`src/rtl/ball_motion_ctrl.sv`:
```
// ball_motion_ctrl
// Owns the ball for a 640x480 pixel-domain raster. Keeps position and
// velocity, bounces off the side and top walls, and bounces back up when
// a collision edge is reported. Reaching the bottom edge without a hit
// hides the ball for RESPAWN_FRAMES frames before it respawns.
//
// Ports:
//   clk_25MHz          pixel clock
//   reset_n            synchronous active-low reset
//   x_pixel, y_pixel   current raster position
//   display_en         high in the active area
//   collision_detected rising edge requests a bounce
//   is_hit_area        current pixel inside the visible ball (combinational)
//   ball_on            same as is_hit_area, for the overlay mixer
//   ball_x, ball_y     registered top-left ball position
//   hit_pulse          one-cycle pulse per accepted hit
//   hit_count          wrap-around count of accepted hits
//   miss_count         wrap-around count of misses
//
// Optional feature macro: BALL_SPEEDUP_EN (each accepted hit raises the
// speed by one, up to MAX_SPEED; respawn restores SPEED).
module ball_motion_ctrl #(
  parameter int unsigned H_ACTIVE        = 640,
  parameter int unsigned V_ACTIVE        = 480,
  parameter int unsigned BALL_SIZE       = 16,
  parameter int unsigned SPEED           = 2,
  parameter int unsigned MAX_SPEED       = 6,
  parameter int unsigned COOLDOWN_FRAMES = 8,
  parameter int unsigned RESPAWN_FRAMES  = 60,
  parameter int unsigned INIT_X          = 312,
  parameter int unsigned INIT_Y          = 100
) (
  input  logic       clk_25MHz,
  input  logic       reset_n,
  input  logic [9:0] x_pixel,
  input  logic [9:0] y_pixel,
  input  logic       display_en,
  input  logic       collision_detected,
  output logic       is_hit_area,
  output logic       ball_on,
  output logic [9:0] ball_x,
  output logic [9:0] ball_y,
  output logic       hit_pulse,
  output logic [7:0] hit_count,
  output logic [7:0] miss_count
);

  typedef enum logic [1:0] {ST_MOVE, ST_COOLDOWN, ST_MISS} state_t;

  localparam logic [10:0] X_MAX    = 11'(H_ACTIVE - BALL_SIZE);
  localparam logic [10:0] Y_MAX    = 11'(V_ACTIVE - BALL_SIZE);
  localparam logic [10:0] SIZE     = 11'(BALL_SIZE);
  localparam logic [2:0]  SPD_MAX  = 3'(MAX_SPEED);
  // Starting speed never exceeds the ceiling.
  localparam logic [2:0]  SPD_INIT = (SPEED > MAX_SPEED) ? SPD_MAX : 3'(SPEED);
  localparam logic [7:0]  CD_LAST  = 8'(COOLDOWN_FRAMES - 1);
  localparam logic [7:0]  RS_LAST  = 8'(RESPAWN_FRAMES - 1);

  state_t     state_q, state_d;
  logic [9:0] ball_x_q, ball_x_d, ball_y_q, ball_y_d;
  logic       vx_neg_q, vx_neg_d;   // 1: moving left
  logic       vy_neg_q, vy_neg_d;   // 1: moving up
  logic [7:0] frame_cnt_q, frame_cnt_d;
  logic       coll_prev_q, coll_prev_d;
  logic       hit_pend_q, hit_pend_d;
  logic       hit_pulse_q, hit_pulse_d;
  logic [7:0] hit_count_q, hit_count_d;
  logic [7:0] miss_count_q, miss_count_d;
  logic [2:0] spd;

`ifdef BALL_SPEEDUP_EN
  logic [2:0] spd_q, spd_d;
  assign spd = spd_q;
`else
  assign spd = SPD_INIT;
`endif

  logic        frame_end, coll_rise, edge_ok, hit_ok;
  logic [10:0] bx, by, sp, hx, hy;

  assign frame_end = display_en && (x_pixel == 10'(H_ACTIVE - 1))
                                && (y_pixel == 10'(V_ACTIVE - 1));
  assign coll_rise = collision_detected && !coll_prev_q;
  // Edges are only worth remembering while a hit could be accepted.
  assign edge_ok   = coll_rise && (state_q == ST_MOVE) && !vy_neg_q;
  assign hit_ok    = hit_pend_q && (state_q == ST_MOVE) && !vy_neg_q;

  assign bx = {1'b0, ball_x_q};
  assign by = {1'b0, ball_y_q};
  assign sp = {8'd0, spd};
  assign hx = {1'b0, x_pixel};
  assign hy = {1'b0, y_pixel};

  assign is_hit_area = display_en && (state_q != ST_MISS)
                    && (hx >= bx) && (hx < bx + SIZE)
                    && (hy >= by) && (hy < by + SIZE);
  assign ball_on    = is_hit_area;
  assign ball_x     = ball_x_q;
  assign ball_y     = ball_y_q;
  assign hit_pulse  = hit_pulse_q;
  assign hit_count  = hit_count_q;
  assign miss_count = miss_count_q;

  always_comb begin
    state_d      = state_q;
    ball_x_d     = ball_x_q;
    ball_y_d     = ball_y_q;
    vx_neg_d     = vx_neg_q;
    vy_neg_d     = vy_neg_q;
    frame_cnt_d  = frame_cnt_q;
    coll_prev_d  = collision_detected;
    hit_pulse_d  = 1'b0;
    hit_count_d  = hit_count_q;
    miss_count_d = miss_count_q;
`ifdef BALL_SPEEDUP_EN
    spd_d        = spd_q;
`endif
    // Pending hit lives for one frame; an edge on the frame_end cycle
    // itself is carried into the following frame.
    hit_pend_d   = frame_end ? edge_ok : (hit_pend_q || edge_ok);

    if (frame_end) begin
      case (state_q)
        ST_MOVE, ST_COOLDOWN: begin
          if (!vx_neg_q) begin
            if (bx + sp >= X_MAX) begin
              ball_x_d = X_MAX[9:0];
              vx_neg_d = 1'b1;
            end else begin
              ball_x_d = ball_x_q + 10'(spd);
            end
          end else if (bx <= sp) begin
            ball_x_d = '0;
            vx_neg_d = 1'b0;
          end else begin
            ball_x_d = ball_x_q - 10'(spd);
          end

          if (vy_neg_q) begin
            if (by <= sp) begin
              ball_y_d = '0;
              vy_neg_d = 1'b0;
            end else begin
              ball_y_d = ball_y_q - 10'(spd);
            end
          end else if (hit_ok) begin
            vy_neg_d    = 1'b1;
            // Clamp so a hit right after a top bounce cannot wrap.
            ball_y_d    = (by <= sp) ? '0 : ball_y_q - 10'(spd);
            hit_pulse_d = 1'b1;
            hit_count_d = hit_count_q + 8'd1;
            state_d     = ST_COOLDOWN;
            frame_cnt_d = '0;
`ifdef BALL_SPEEDUP_EN
            spd_d       = (spd_q >= SPD_MAX) ? SPD_MAX : spd_q + 3'd1;
`endif
          end else if (by + sp >= Y_MAX) begin
            miss_count_d = miss_count_q + 8'd1;
            state_d      = ST_MISS;
            frame_cnt_d  = '0;
          end else begin
            ball_y_d = ball_y_q + 10'(spd);
          end

          if (state_q == ST_COOLDOWN && state_d == ST_COOLDOWN) begin
            if (frame_cnt_q == CD_LAST) begin
              state_d     = ST_MOVE;
              frame_cnt_d = '0;
            end else begin
              frame_cnt_d = frame_cnt_q + 8'd1;
            end
          end
        end
        ST_MISS: begin
          if (frame_cnt_q == RS_LAST) begin
            state_d     = ST_MOVE;
            frame_cnt_d = '0;
            ball_x_d    = 10'(INIT_X);
            ball_y_d    = 10'(INIT_Y);
            vx_neg_d    = 1'b0;
            vy_neg_d    = 1'b0;
`ifdef BALL_SPEEDUP_EN
            spd_d       = SPD_INIT;
`endif
          end else begin
            frame_cnt_d = frame_cnt_q + 8'd1;
          end
        end
        default: state_d = ST_MOVE;
      endcase
    end
  end

  always_ff @(posedge clk_25MHz) begin
    if (!reset_n) begin
      state_q      <= ST_MOVE;
      ball_x_q     <= 10'(INIT_X);
      ball_y_q     <= 10'(INIT_Y);
      vx_neg_q     <= 1'b0;
      vy_neg_q     <= 1'b0;
      frame_cnt_q  <= '0;
      coll_prev_q  <= 1'b0;
      hit_pend_q   <= 1'b0;
      hit_pulse_q  <= 1'b0;
      hit_count_q  <= '0;
      miss_count_q <= '0;
`ifdef BALL_SPEEDUP_EN
      spd_q        <= SPD_INIT;
`endif
    end else begin
      state_q      <= state_d;
      ball_x_q     <= ball_x_d;
      ball_y_q     <= ball_y_d;
      vx_neg_q     <= vx_neg_d;
      vy_neg_q     <= vy_neg_d;
      frame_cnt_q  <= frame_cnt_d;
      coll_prev_q  <= coll_prev_d;
      hit_pend_q   <= hit_pend_d;
      hit_pulse_q  <= hit_pulse_d;
      hit_count_q  <= hit_count_d;
      miss_count_q <= miss_count_d;
`ifdef BALL_SPEEDUP_EN
      spd_q        <= spd_d;
`endif
    end
  end

endmodule

```
`config.mk`:
```
export PLATFORM = sky130hd
export DESIGN_NAME = ball_motion_ctrl
export DESIGN_NICKNAME = d
export VERILOG_FILES = /design/src/rtl/ball_motion_ctrl.sv
export SDC_FILE = /design/constraint.sdc
export NUM_CORES = 1
export LEC_CHECK = 0
export ABC_AREA = 1
export CORE_ASPECT_RATIO = 0.9
export CORE_MARGIN = 3
export CORE_UTILIZATION = 51
export DETAILED_ROUTE_END_ITERATION = 16
export PLACE_DENSITY = 0.79
export SKIP_LAST_GASP = 1
export SLEW_MARGIN = 10
export SYNTH_ARGS = -nofsm -noshare
export SYNTH_HDL_FRONTEND = slang
export SYNTH_SLANG_ARGS = --single-unit
```
`constraint.sdc`:
```
create_clock -name clk_25MHz -period 2.7 [get_ports clk_25MHz]
set_clock_uncertainty 0.05 [all_clocks]
set_input_delay 0.81 -clock clk_25MHz [delete_from_list [all_inputs] [get_ports clk_25MHz]]
set_output_delay 0.81 -clock clk_25MHz [all_outputs]
set_load 0.02 [all_outputs]
```
==> run_1/pinout.png <==
Pins as bars across the die edge, other pins in gray.
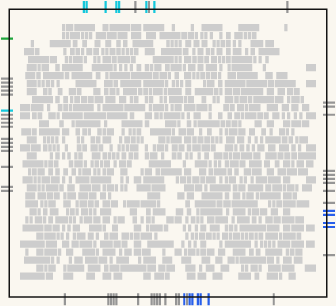
| port | color | pins | direction | edge |
|---|---|---|---|---|
| miss_count | cyan | 8 | output | 7 north, 1 west |
| y_pixel | blue | 10 | input | 6 south, 4 east |
| clk_25MHz | green | 1 | input | west |

==> run_1/m3.png <==
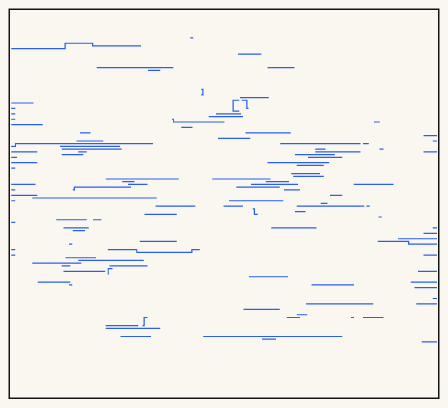
share of all routed wire: 6.0%
main direction: horizontal
wire length on this layer: 855 µm

==> reports/metrics.yaml, run 1 <==
status: "finished, violations left"
failed_checks: "setup timing"
htree_levels: 2
synth.most_common_cell: "nand2_1"
rsz0062_at_grt: "true"
area_growth_pct: 37.86
dpl.cell_count: 967
final_cells: 981
placed_cell_area_um2: 6222
top_cell_area_share: 0.2130
clock_power_mw: 0.481
cts_root_buf: "clkbuf_8"
post-route-period-util: 1.248
wl_per_cell_um: 14.60
dieArea_um2: 10400
coreArea_um2: 8768
synth_area_um2: 4700
regToRegStartpoint: "ball_x[4]"
p_int_mw: 1.046
r2r_slack_ps: 390
synth.avg_cell_area_um2: 6.733
port_buffers: 61
drv_cap: 0
top_logic_kind: "simple AND/OR/NAND/NOR gates"
cts_sinks: 50
grt_use_total: 0.2809
cellLeakagePower_nw: 2.932
finalSetupViolations: 2
power_mw: 1.432
met3_length_um: 855
synthXorXnorAreaFrac: 0.05218
core_util_floorplan: 0.5360
final_area_um2: 6479
crit_path_top_delay_cell: "dfxtp_4"
powerComb_mw: 0.215
clk_pin_slew_worst_paths_ps: 100
drt-total-wl_um: 14320
final_nets: 929
use_met3: 0.03123
ys.flop_type: "dfxtp_1"
grt_max_degree: 26
hold_path_class: "flip-flop to flip-flop"
p_per_area_nw_per_um2: 221.1
rows: 32
p_comb_frac: 0.150
worstHoldPathCells: 2
switching_share: 0.2699
path_max_fanout: 4
ys_seq_frac: 0.2130
synth_warnings: 0
dieHeight_um: 97.07
antenna_found_initial: 0
gr-total-overflow: 0
layout.cells.most_common: "nand2_1"
cts.path.max_buffers: 2
tritoncts: "built"
drt_first_pass_iters: 5
gp_congestion: 0.9444
cp_top_family: "simple AND/OR/NAND/NOR gates"
drc: 0
met2_usage: 0.4877
drv_slew: 0
route.vias.total: 5309
floorplan.nets: 766
grt-busiest-layer: "met2"
critPathCapture: "is_hit_area"
synth.cellmix.compoundShare: 0.1286
worst_hold_slack_ps: 455.2
switchingPower_mw: 0.3867
pwr-share-clk: 0.336
antenna_left: 0
post-synth-top-area-cell: "dfxtp_1"
vias_per_cell: 5.412
yosys_area_um2: 4700
fin_util: 0.7389
p_seq_frac: 0.514
detail_route.iter0.violations: 279
ys_top_cells_by_count: "135 x nand2_1, 92 x inv_1, 57 x nor2_1, 50 x dfxtp_1, 47 x a21oi_1"
maxUsedRoutingLayer: "met4"
yosys.area_share.simple: 0.3815
ys_sh_mux: 0
setup_ws_ps: -670.8
timing_worst_setup_path_type: "flip-flop to output port"
slowest_delay_ps: 390
dpl.hpwl_um: 11510
cp.arrival_ps: 2510
diodes: 0
die_x_um: 107.2
grt_first_pass_wirelength_um: 24330
==> run_1/ff_map.png <==
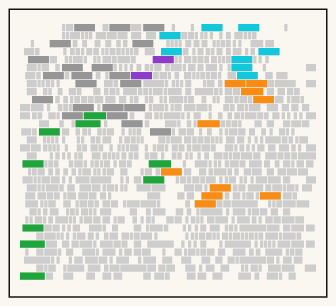
| name in the netlist | color | placed flops |
|---|---|---|
| state_q | purple | 2 |
| frame_cnt_q | cyan | 8 |
| ball_x | green | 9 |
| ball_y | orange | 10 |
Seq/total area: 0.1570
Flop area: 1017 µm²
Seq. pwr: 0.737 mW

## run 1: area by class of cell
| cell class | instances | area share |
|---|---|---|
| Clock inverter | 2 | 0.002511 |
| Sequential cell | 50 | 0.1570 |
| Multi-Input combinational cell | 528 | 0.5189 |
| Tap cell | 119 | 0.02298 |
| Clock buffer | 6 | 0.01275 |
| Inverter | 104 | 0.06277 |
| Timing Repair Buffer | 172 | 0.2231 |
## run 1: repair_timing
item                       in CTS  in global routing
pin swaps                      25                  6
setup endpoints to repair       2                  4
hold buffers                    0                  0
resized                        56                  5
buffers inserted                5                  2
## run 1: registers in the layout, indices dropped and copies added (netlist names)
signal,flops
hit_pulse,1
hit_pend_q,1
coll_prev_q,1
vx_neg_q,1
hit_count,8
state_q,2
vy_neg_q,1
ball_y,10
ball_x,9
miss_count,8
frame_cnt_q,8
==> run 2: changes to the inputs <==
--- a/config.mk
+++ b/config.mk
@@ -6,6 +6,7 @@
 export NUM_CORES = 1
 export LEC_CHECK = 0
 export ABC_AREA = 1
+export CAP_MARGIN = 20
 export CORE_ASPECT_RATIO = 0.9
 export CORE_MARGIN = 3
 export CORE_UTILIZATION = 51
==> run_2/ff_map.png <==
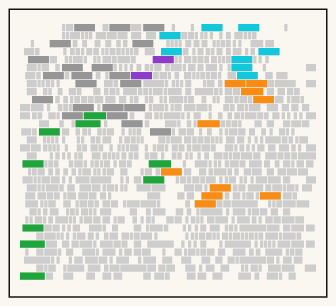
| name in the netlist | color | placed flops |
|---|---|---|
| ball_y | orange | 10 |
| ball_x | green | 9 |
| frame_cnt_q | cyan | 8 |
| state_q | purple | 2 |

==> run_2/pinout.png <==
Pins as bars across the die edge, other pins in gray.
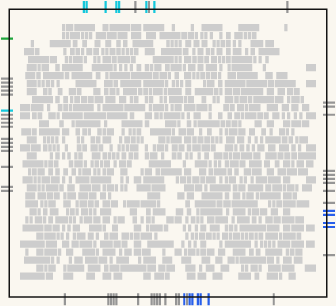
| port | color | pins | direction | edge |
|---|---|---|---|---|
| clk_25MHz | green | 1 | input | west |
| miss_count | cyan | 8 | output | 7 north, 1 west |
| y_pixel | blue | 10 | input | 6 south, 4 east |
all pins by edge: 21 south, 18 west, 14 east, 10 north
Port-buffer cells: 61
Die Width: 107.2 µm
Die Span Y: 97.07 µm

==> run 2 against run 1 <==
- the run still ends with setup timing left
- non-clock buffer count did not move
- setup slack did not move
- critical endpoint unchanged
- core utilization did not move
- die area did not move
- fmax did not move
- sequential cell count did not move
- highest routed layer unchanged
- sequential power barely moved
- clock power barely moved
==> reports/metrics.yaml, run 2 <==
cts_root_buf: "clkbuf_8"
cp_top_family: "simple AND/OR/NAND/NOR gates"
powerSeq_mw: 0.737
dpl.hpwl_um: 11510
critPathCapture: "is_hit_area"
r2r_slack_ps: 390
drt_first_pass_iters: 5
setup_ws_ps: -670.8
post-route-period-util: 1.248
coreArea_um2: 8768
core_util_floorplan: 0.5360
synth.most_common_cell: "nand2_1"
fin_util: 0.7389
dieArea_um2: 10400
power_mw: 1.432
clkCellAreaFrac: 0.01526
clk_pin_slew_worst_paths_ps: 100
drt-total-wl_um: 14320
finalSetupViolations: 2
failed_checks: "setup timing"
num_tap_cells: 119
layout.nonclk_buf_frac: 0.2231
drc: 0
ys_seq_frac: 0.2130
timing_worst_setup_path_type: "flip-flop to output port"
drv_cap: 0
vias_per_cell: 5.412
p_comb_frac: 0.150
largestClassByArea: "combinational gates"
antenna_found_initial: 0
synth_area_um2: 4700
cp.arrival_ps: 2510
slowest_delay_ps: 390
p_seq_frac: 0.514
layout.cells.most_common: "nand2_1"
final_cells: 981
synth.avg_cell_area_um2: 6.733
switchingPower_mw: 0.3867
detail_route.iter0.violations: 279
switching_share: 0.2699
ys_top_cells_by_count: "135 x nand2_1, 92 x inv_1, 57 x nor2_1, 50 x dfxtp_1, 47 x a21oi_1"
crit_path_top_delay_cell: "dfxtp_4"
pwr-share-clk: 0.336
wl_per_cell_um: 14.60
logic_gates: 528
cts_resized: 56
cts.path.max_buffers: 2
sh_comb_area: 0.5189
tritoncts: "built"
area_growth_pct: 37.86
route.vias.total: 5309
inverters_excl_clock: 104
worstHoldPathCells: 2
grt_use_total: 0.2809
rsz0062_at_grt: "true"
placed_cell_area_um2: 6222
gp_congestion: 0.9444
clockBufferCount: 6
status: "finished, violations left"
cellLeakagePower_nw: 2.932
htree_levels: 2
final_area_um2: 6479
synth_warnings: 0
hold_path_class: "flip-flop to flip-flop"
worst_hold_slack_ps: 455.2
cts_hold_buf: 0
n_all_buffers: 172
antenna_left: 0
sh_seq_area: 0.1570
regToRegStartpoint: "ball_x[4]"
gr-total-overflow: 0
seqCellArea_um2: 1017
p_int_mw: 1.046
powerComb_mw: 0.215
drv_slew: 0
largest_reg_flops: 10
p_per_area_nw_per_um2: 221.1
nFlopsAndLatches: 50
clock_power_mw: 0.481
final_nets: 929
grt_max_degree: 26
==> run 2: cells by family (layout without fill, tap and decap cells) <==
group | count (synthesis) | count (layout) | synth area share
XOR/XNOR | 28 | 28 | 0.05218
AND/OR/NAND/NOR | 349 | 349 | 0.3815
adder cells (fa/ha/maj) | 44 | 44 | 0.1171
buffers and inverters | 120 | 284 | 0.1068
flip-flops | 50 | 50 | 0.2130
other | 1 | 1 | 0.0007980
AND-OR/OR-AND | 106 | 106 | 0.1286
==> run 2: metal layers <==
layer	GRT usage	wire (µm)	share of wire	vias up
met5	0	0	0	-
met4	0.07571	213	0.015	0
met3	0.03123	855	0.060	18
met2	0.4877	6981	0.49	202
met1	0.3669	6267	0.44	2430
li1	-	-	-	2659
==> run 3: changes to the inputs <==
--- a/config.mk
+++ b/config.mk
@@ -10,6 +10,7 @@
 export CORE_ASPECT_RATIO = 0.9
 export CORE_MARGIN = 3
 export CORE_UTILIZATION = 51
+export CTS_CLUSTER_SIZE = 12
 export DETAILED_ROUTE_END_ITERATION = 16
 export PLACE_DENSITY = 0.79
 export SKIP_LAST_GASP = 1
==> run_3/m3.png <==
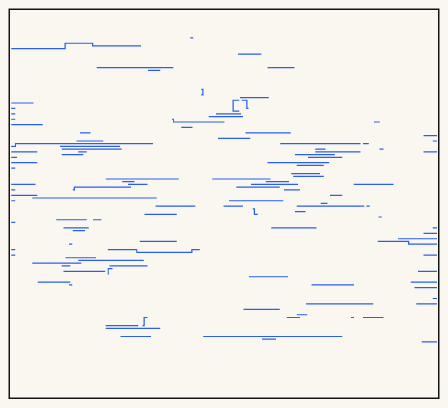
main direction: horizontal
nets with wire on the layer: 101
share of all routed wire: 6.0%
longest straight run: 34.5 µm
wire length on this layer: 855 µm
final WL: 14320 µm
via count: 5309

==> run 3 against run 2 <==
- the flow still finishes with violations (setup timing)
- critical path type unchanged
- setup slack unchanged
- largest power group unchanged
- wire length did not move
- synthesized area did not move
- sequential power hardly changed
- register-to-register slack about the same
- via count unchanged
- non-clock buffer count unchanged
- final area stayed put
- fmax is the same
- core utilization unchanged
- total power did not move
- first-iteration DRC count unchanged
==> reports/metrics.yaml, run 3 <==
status: "finished, violations left"
failed_checks: "setup timing"
post-route-period-util: 1.248
antenna_left: 0
timing_worst_setup_path_type: "flip-flop to output port"
drv_slew: 0
antenna_found_initial: 0
final_cells: 981
worst_hold_slack_ps: 455.2
switchingPower_mw: 0.3867
gp_congestion: 0.9444
die_x_um: 107.2
dieHeight_um: 97.07
dpl.cell_count: 967
drt_first_pass_iters: 5
grt-busiest-layer: "met2"
post-synth-top-area-cell: "dfxtp_1"
coreArea_um2: 8768
diodes: 0
vias_per_cell: 5.412
p_int_mw: 1.046
powerComb_mw: 0.215
regToRegStartpoint: "ball_x[4]"
switching_share: 0.2699
hold_path_class: "flip-flop to flip-flop"
synth_area_um2: 4700
htree_levels: 2
ys.flop_type: "dfxtp_1"
cts_hold_buf: 0
cp.arrival_ps: 2510
cp_top_family: "simple AND/OR/NAND/NOR gates"
cts_root_buf: "clkbuf_8"
met1_length_um: 6267
clk_pin_slew_worst_paths_ps: 100
powerSeq_mw: 0.737
grt.met1_usage: 0.3669
setup_ws_ps: -670.8
drv_cap: 0
port_buffers: 61
gr-total-overflow: 0
largest_reg_flops: 10
tritoncts: "built"
dieArea_um2: 10400
path_max_fanout: 4
p_per_area_nw_per_um2: 221.1
final_area_um2: 6479
met2_usage: 0.4877
cellLeakagePower_nw: 2.932
ys_seq_frac: 0.2130
clock_power_mw: 0.481
finalSetupViolations: 2
core_util_floorplan: 0.5360
crit_path_top_delay_cell: "dfxtp_4"
worstHoldPathCells: 2
grt_first_pass_wirelength_um: 24330
p_seq_frac: 0.514
layout.cells.most_common: "nand2_1"
synth_warnings: 0
ys_top_cells_by_count: "135 x nand2_1, 92 x inv_1, 57 x nor2_1, 50 x dfxtp_1, 47 x a21oi_1"
cts.path.max_buffers: 2
grt_use_total: 0.2809
r2r_slack_ps: 390
==> run_3/ff_map.png <==
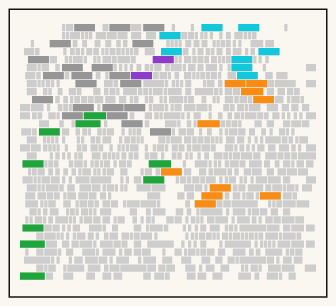
| name in the netlist | color | placed flops |
|---|---|---|
| ball_y | orange | 10 |
| state_q | purple | 2 |
| frame_cnt_q | cyan | 8 |
| ball_x | green | 9 |

-- run 3: cell counts in the layout (fill, tap and decap cells not counted) --
No cell type changed its count.
-- run 3: cells by family (layout without fill, tap and decap cells) --
logic type,Yosys count,after routing,share of synthesized area
flops,50,50,0.2130
simple gates,349,349,0.3815
other cells,1,1,0.0007980
buf+inv,120,284,0.1068
compound gates,106,106,0.1286
xor+xnor,28,28,0.05218
fa+ha+maj,44,44,0.1171
-- run 3: final cells by class --
type,instances,area [µm²]
inverters,104,406.6
multi-input cells,528,3362
fillers,682,2290
flip-flops and latches,50,1017
well taps,119,148.9
clock inverters,2,16.27
clock buffers,6,82.58
repair buffers,172,1445
-- run 3: repair_timing --
item | CTS | global route
setup buffers | 5 | 2
setup endpoints to repair | 2 | 4
pin swaps | 25 | 6
resized | 56 | 5
Power is estimated from default activity; no workload was simulated.
